**src/rtl/cursor_paleta_datapath.sv**
```systemverilog
// Cursor position, side counter, blink timer and buffered framebuffer writes.
// Define CURSOR_CLIP_EN to saturate cursor steps at the panel edges instead of wrapping.
module cursor_paleta_datapath #(
    parameter logic [23:0] BLINK_TICKS = 24'd6000000,
    parameter int          FIFO_DEPTH  = 4
) (
    input  logic       clk,
    input  logic       rst,
    input  logic [4:0] base_x,
    input  logic [4:0] base_y,
    input  logic       out_rst,
    input  logic       rst_cont,
    input  logic       plus,
    input  logic       sum,
    input  logic       Change_X,
    input  logic       Change_Y,
    input  logic       paint,
    input  logic       Contar_Blanco_S,
    input  logic       Contar_Negro_S,
    input  logic [7:0] px_data,
    output logic [2:0] C,
    output logic       CB,
    output logic       CN,
    output logic       wr_valid,
    input  logic       wr_ready,
    output logic [9:0] wr_addr,
    output logic [7:0] wr_data,
    output logic       overflow
);

    localparam int          AW      = $clog2(FIFO_DEPTH);
    localparam logic [AW:0] DEPTH_C = (AW+1)'(FIFO_DEPTH);
    localparam logic [AW:0] CONE_C  = (AW+1)'(1);
    localparam logic [AW-1:0] PONE_C = AW'(1);
    localparam logic [23:0] LAST_C  = BLINK_TICKS - 24'd1;

    logic [4:0]  x_q, x_d, y_q, y_d;
    logic [2:0]  c_q, c_d;
    logic [23:0] bc_q, bc_d;
    logic        cb_q, cb_d, cn_q, cn_d;
    logic        ovf_q, ovf_d;
    logic [17:0] mem_q [FIFO_DEPTH];
    logic [AW-1:0] wp_q, wp_d, rp_q, rp_d;
    logic [AW:0] cnt_q, cnt_d;
    logic        full, deq, enq;

    function automatic logic [4:0] step(input logic [4:0] v, input logic up);
`ifdef CURSOR_CLIP_EN
        if (up) return (v == 5'd31) ? v : v + 5'd1;
        else    return (v == 5'd0)  ? v : v - 5'd1;
`else
        return up ? v + 5'd1 : v - 5'd1;
`endif
    endfunction

    always_comb begin
        x_d = x_q;
        y_d = y_q;
        if (out_rst) begin
            x_d = base_x;
            y_d = base_y;
        end else begin
            if (Change_X) x_d = step(x_q, sum);
            if (Change_Y) y_d = step(y_q, sum);
        end
    end

    always_comb begin
        c_d = c_q;
        if (rst_cont || out_rst) c_d = 3'd0;
        else if (plus)           c_d = c_q + 3'd1;
    end

    // Black phase completion wins over white; explicit clears win over both.
    always_comb begin
        bc_d = bc_q;
        cb_d = cb_q;
        cn_d = cn_q;
        if (Contar_Blanco_S || Contar_Negro_S) begin
            if (bc_q == LAST_C) begin
                bc_d = 24'd0;
                if (Contar_Negro_S) begin
                    cn_d = 1'b1;
                    cb_d = 1'b0;
                end else begin
                    cb_d = 1'b1;
                end
            end else begin
                bc_d = bc_q + 24'd1;
            end
        end else begin
            bc_d = 24'd0;
        end
        if (out_rst)             cb_d = 1'b0;
        if (rst_cont || out_rst) cn_d = 1'b0;
    end

    assign wr_valid = (cnt_q != '0);
    assign full     = (cnt_q == DEPTH_C);
    assign deq      = wr_valid && wr_ready;
    assign enq      = paint && (!full || deq);
    assign wr_addr  = mem_q[rp_q][17:8];
    assign wr_data  = mem_q[rp_q][7:0];

    always_comb begin
        wp_d  = enq ? wp_q + PONE_C : wp_q;
        rp_d  = deq ? rp_q + PONE_C : rp_q;
        ovf_d = ovf_q | (paint && full && !deq);
        cnt_d = cnt_q;
        unique case ({enq, deq})
            2'b10:   cnt_d = cnt_q + CONE_C;
            2'b01:   cnt_d = cnt_q - CONE_C;
            default: cnt_d = cnt_q;
        endcase
    end

    always_ff @(posedge clk) begin
        if (!rst) begin
            x_q   <= 5'd0;
            y_q   <= 5'd0;
            c_q   <= 3'd0;
            bc_q  <= 24'd0;
            cb_q  <= 1'b0;
            cn_q  <= 1'b0;
            ovf_q <= 1'b0;
            wp_q  <= '0;
            rp_q  <= '0;
            cnt_q <= '0;
        end else begin
            x_q   <= x_d;
            y_q   <= y_d;
            c_q   <= c_d;
            bc_q  <= bc_d;
            cb_q  <= cb_d;
            cn_q  <= cn_d;
            ovf_q <= ovf_d;
            wp_q  <= wp_d;
            rp_q  <= rp_d;
            cnt_q <= cnt_d;
        end
    end

    // Storage is cleared so the idle write port reads back as zero.
    always_ff @(posedge clk) begin
        if (!rst) begin
            for (int i = 0; i < FIFO_DEPTH; i++) mem_q[i] <= 18'd0;
        end else if (enq) begin
            mem_q[wp_q] <= {y_q, x_q, px_data};
        end
    end

    assign C        = c_q;
    assign CB       = cb_q;
    assign CN       = cn_q;
    assign overflow = ovf_q;

endmodule

```
**config.mk**
```make
export PLATFORM = sky130hd
export DESIGN_NAME = cursor_paleta_datapath
export DESIGN_NICKNAME = d
export VERILOG_FILES = /design/src/rtl/cursor_paleta_datapath.sv
export SDC_FILE = /design/constraint.sdc
export NUM_CORES = 1
export LEC_CHECK = 0
export ABC_AREA = 1
export CELL_PAD_IN_SITES_DETAIL_PLACEMENT = 1
export CELL_PAD_IN_SITES_GLOBAL_PLACEMENT = 2
export CORE_MARGIN = 5
export CORE_UTILIZATION = 38
export DETAILED_ROUTE_END_ITERATION = 8
export HOLD_SLACK_MARGIN = 0.12
export MAX_ROUTING_LAYER = met4
export PLACE_DENSITY = 0.87
export SLEW_MARGIN = 25
export SYNTH_ARGS = -nofsm -noshare
export SYNTH_HDL_FRONTEND = slang
export SYNTH_SLANG_ARGS = --single-unit
```
**constraint.sdc**
```tcl
create_clock -name clk -period 6.5 [get_ports clk]
set_input_delay 0.65 -clock clk [delete_from_list [all_inputs] [get_ports clk]]
set_output_delay 0.65 -clock clk [all_outputs]
set_load 0.01 [all_outputs]
```
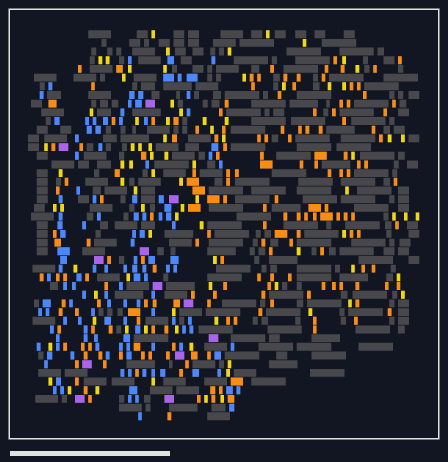
Fig. 1. Logic cells by family.
The bar under the picture is 50 um long.
[NOR gates] orange | cells: 182 | where: widely spread
[NAND gates] blue | cells: 127
[XOR/XNOR gates] purple | cells: 12
[inverters] yellow | cells: 84 | where: widely spread

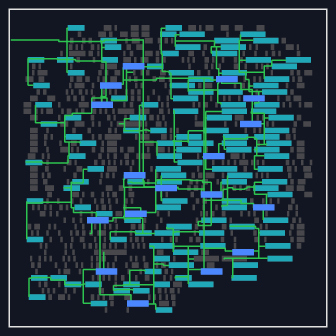
Fig. 2. Routed clock nets over the placement.
[clock wires] green | length: 1730 um
[cells driving clock nets] blue | count: 17
[flip-flops] cyan | count: 121
flops lie: widely spread
routed clock nets: 18
post-route clock skew: 7.52 ps
Clock Power Share: 40.5%
Clk Latency, worst-skew pair: 420 ps
clock network power: 957 uW

-- critical path: stages, from the launching register on --
cell	delay, ps
dfxtp_1	300
buf_4	340
clkinv_1	820
o21ai_0	490
o22ai_1	150
clkdlybuf4s50_1	500
-- power groups by stage --
| stage | clock, uW | combinational, uW | sequential (uW) |
|---|---|---|---|
| 2_1_floorplan | 0 | 289 | 904 |
| 3_3_place_gp | 0 | 487 | 914 |
| 3_5_place_dp | 0 | 506 | 918 |
| 4_1_cts | 976 | 509 | 903 |
| 5_1_grt | 1010 | 552 | 909 |
| 6_report | 957 | 502 | 902 |
-- sequential cells by signal, indices dropped and copies added (netlist names), named ones only --
signal / cells
CN: 1
overflow: 1
x_q: 5
mem_q: 72
bc_q: 24
rp_q: 2
wp_q: 2
C: 3
y_q: 5
CB: 1
cnt_q: 3
==> run summary <==
Implementation results are summarized by area below.

Global route
The first-pass GRT wire length is 25000 um. The layer with the highest usage is met2. met1 track demand over resource after global routing is 22.0%.

Global routing used 30.8% of the available met2 tracks. The initial antenna violation count was 0. The global routing met3 resource utilization is 3.94%. The number of global-route vias before repair is 5015. Entering global routing, the biggest net connects 38 pins.

Place
The placement stage leaves a total instance area of 6530 um^2. Per the placement report, the placed cell count is 900. The pre-CTS setup check shows a worst slack of 2580 ps.

Detailed routing
Dividing the detail-routed wire length by the instance count gives 16.4 um. The total routed wirelength is 15300 um. The highest routing layer actually used is met4. Per the log, the first TritonRoute iteration ended with a DRC count of 152. In the routed layout, each cell is associated on average with a via count of 5.01. The first-pass iteration count of the detailed router is 4.

Cells and area
The total non-filler cell area in the finished layout is 7120 um^2. The area of all sequential standard cells is 3140 um^2. The number of fill cells in the layout is 1792. The library cell used most frequently in the layout, excluding fill and tap cells, is nor2_1. The clock-cell share of area is 8.26%. The fraction of final layout cells with drive strength greater than 1 is 8.63%. The number of combinational gates with multiple inputs is 449. The fraction of cell area in sequential cells is reported as 44.2%. The largest cell class by area is flip-flops and latches.

Per the cell usage report, the commonest logic cells after layout are 159 x nor2_1, 88 x nand2_1, 75 x inv_1, 72 x edfxtp_1, 54 x clkdlybuf4s50_1. The utilization of the core after routing is 47.0%. After layout the signal buffers, clock cells excluded, come to 8.02% of cell area.

Yosys
In the post-synthesis netlist, the biggest area contributors are edfxtp_1 37%, dfxtp_1 17%, nor2_1 10%. After synthesis, the mean cell area works out to 8.68 um^2. The cell-mix breakdown from Yosys lists the simple-gate area share as 23.5%.

The cell-mix breakdown from Yosys lists the adder-cell area share as 2.95%. The library cell occupying the most area in the post-synthesis netlist is edfxtp_1. For this run, the chip area from Yosys synthesis comes to 5850 um^2.

The total standard cell area after synthesis is 5850 um^2. The area share of the largest cell type after synthesis is 37.0%. For this design, Yosys synthesis ends with a cell count of 674.

The count of distinct cell types in the synthesized netlist is 35. The fraction of the mapped netlist area in compound gates is 10.4%. The Yosys warning count is 0.

Critical path
The worst flop-to-flop path startpoint is cnt_q[1]$_SDFFE_PN0P_. The class of the most critical setup path is flop to output port. STA classifies the critical path startpoint as a flop. The reg-to-reg critical path endpoint is mem_q[0][14]$_SDFFCE_PN0P_. The worst-path maximum fanout is 37. STA puts the critical path data required time at 5850 ps.

Timing
The smallest hold slack is 455 ps. The clock period minus worst slack is 3690 ps. Setup repair after global routing left no endpoint under its margin. The final hold violation count is 0.

After layout, the worst setup slack is 2810 ps. The final layout reports a setup TNS of 0 ps. The highest achievable clock rate is 271 MHz. The total of endpoints with negative setup slack in the final report is 0.

Job
Per the run summary, max-cap violations total 0.

Power and ir drop
The flow reports that sequential cells draw 38.2% of the design power. The net switching share of the total power is 27.6%. The net switching power figure is 651 uW. Per the power-grid run, VDD falls by no more than 0.165 mV. Per the summary, power density relative to cell area is 332 nW/um^2. The leakage power in the latest report is 0.00260 uW. Cell internal power was estimated by the tool at 1710 uW.

Hold path
The class of the worst hold path is flop to flop. The cell depth of the worst min-delay path is 2.

Die
The core outline area is 15100 um^2. The top-level port count is 55. The horizontal extent of the die is 134 um. The starting density of the core is 38.6%.

Clock network
The report lists the number of cells resized after CTS as 0. On the worst setup and hold paths after CTS, the clock-pin slew comes to 50 ps. The buffer levels on the longest clock path is 2.

Run status
The flow ran to the end, and the final reports show no timing, DRC or antenna violations.
No activity file was given, so power comes from the tool's default toggle rates.
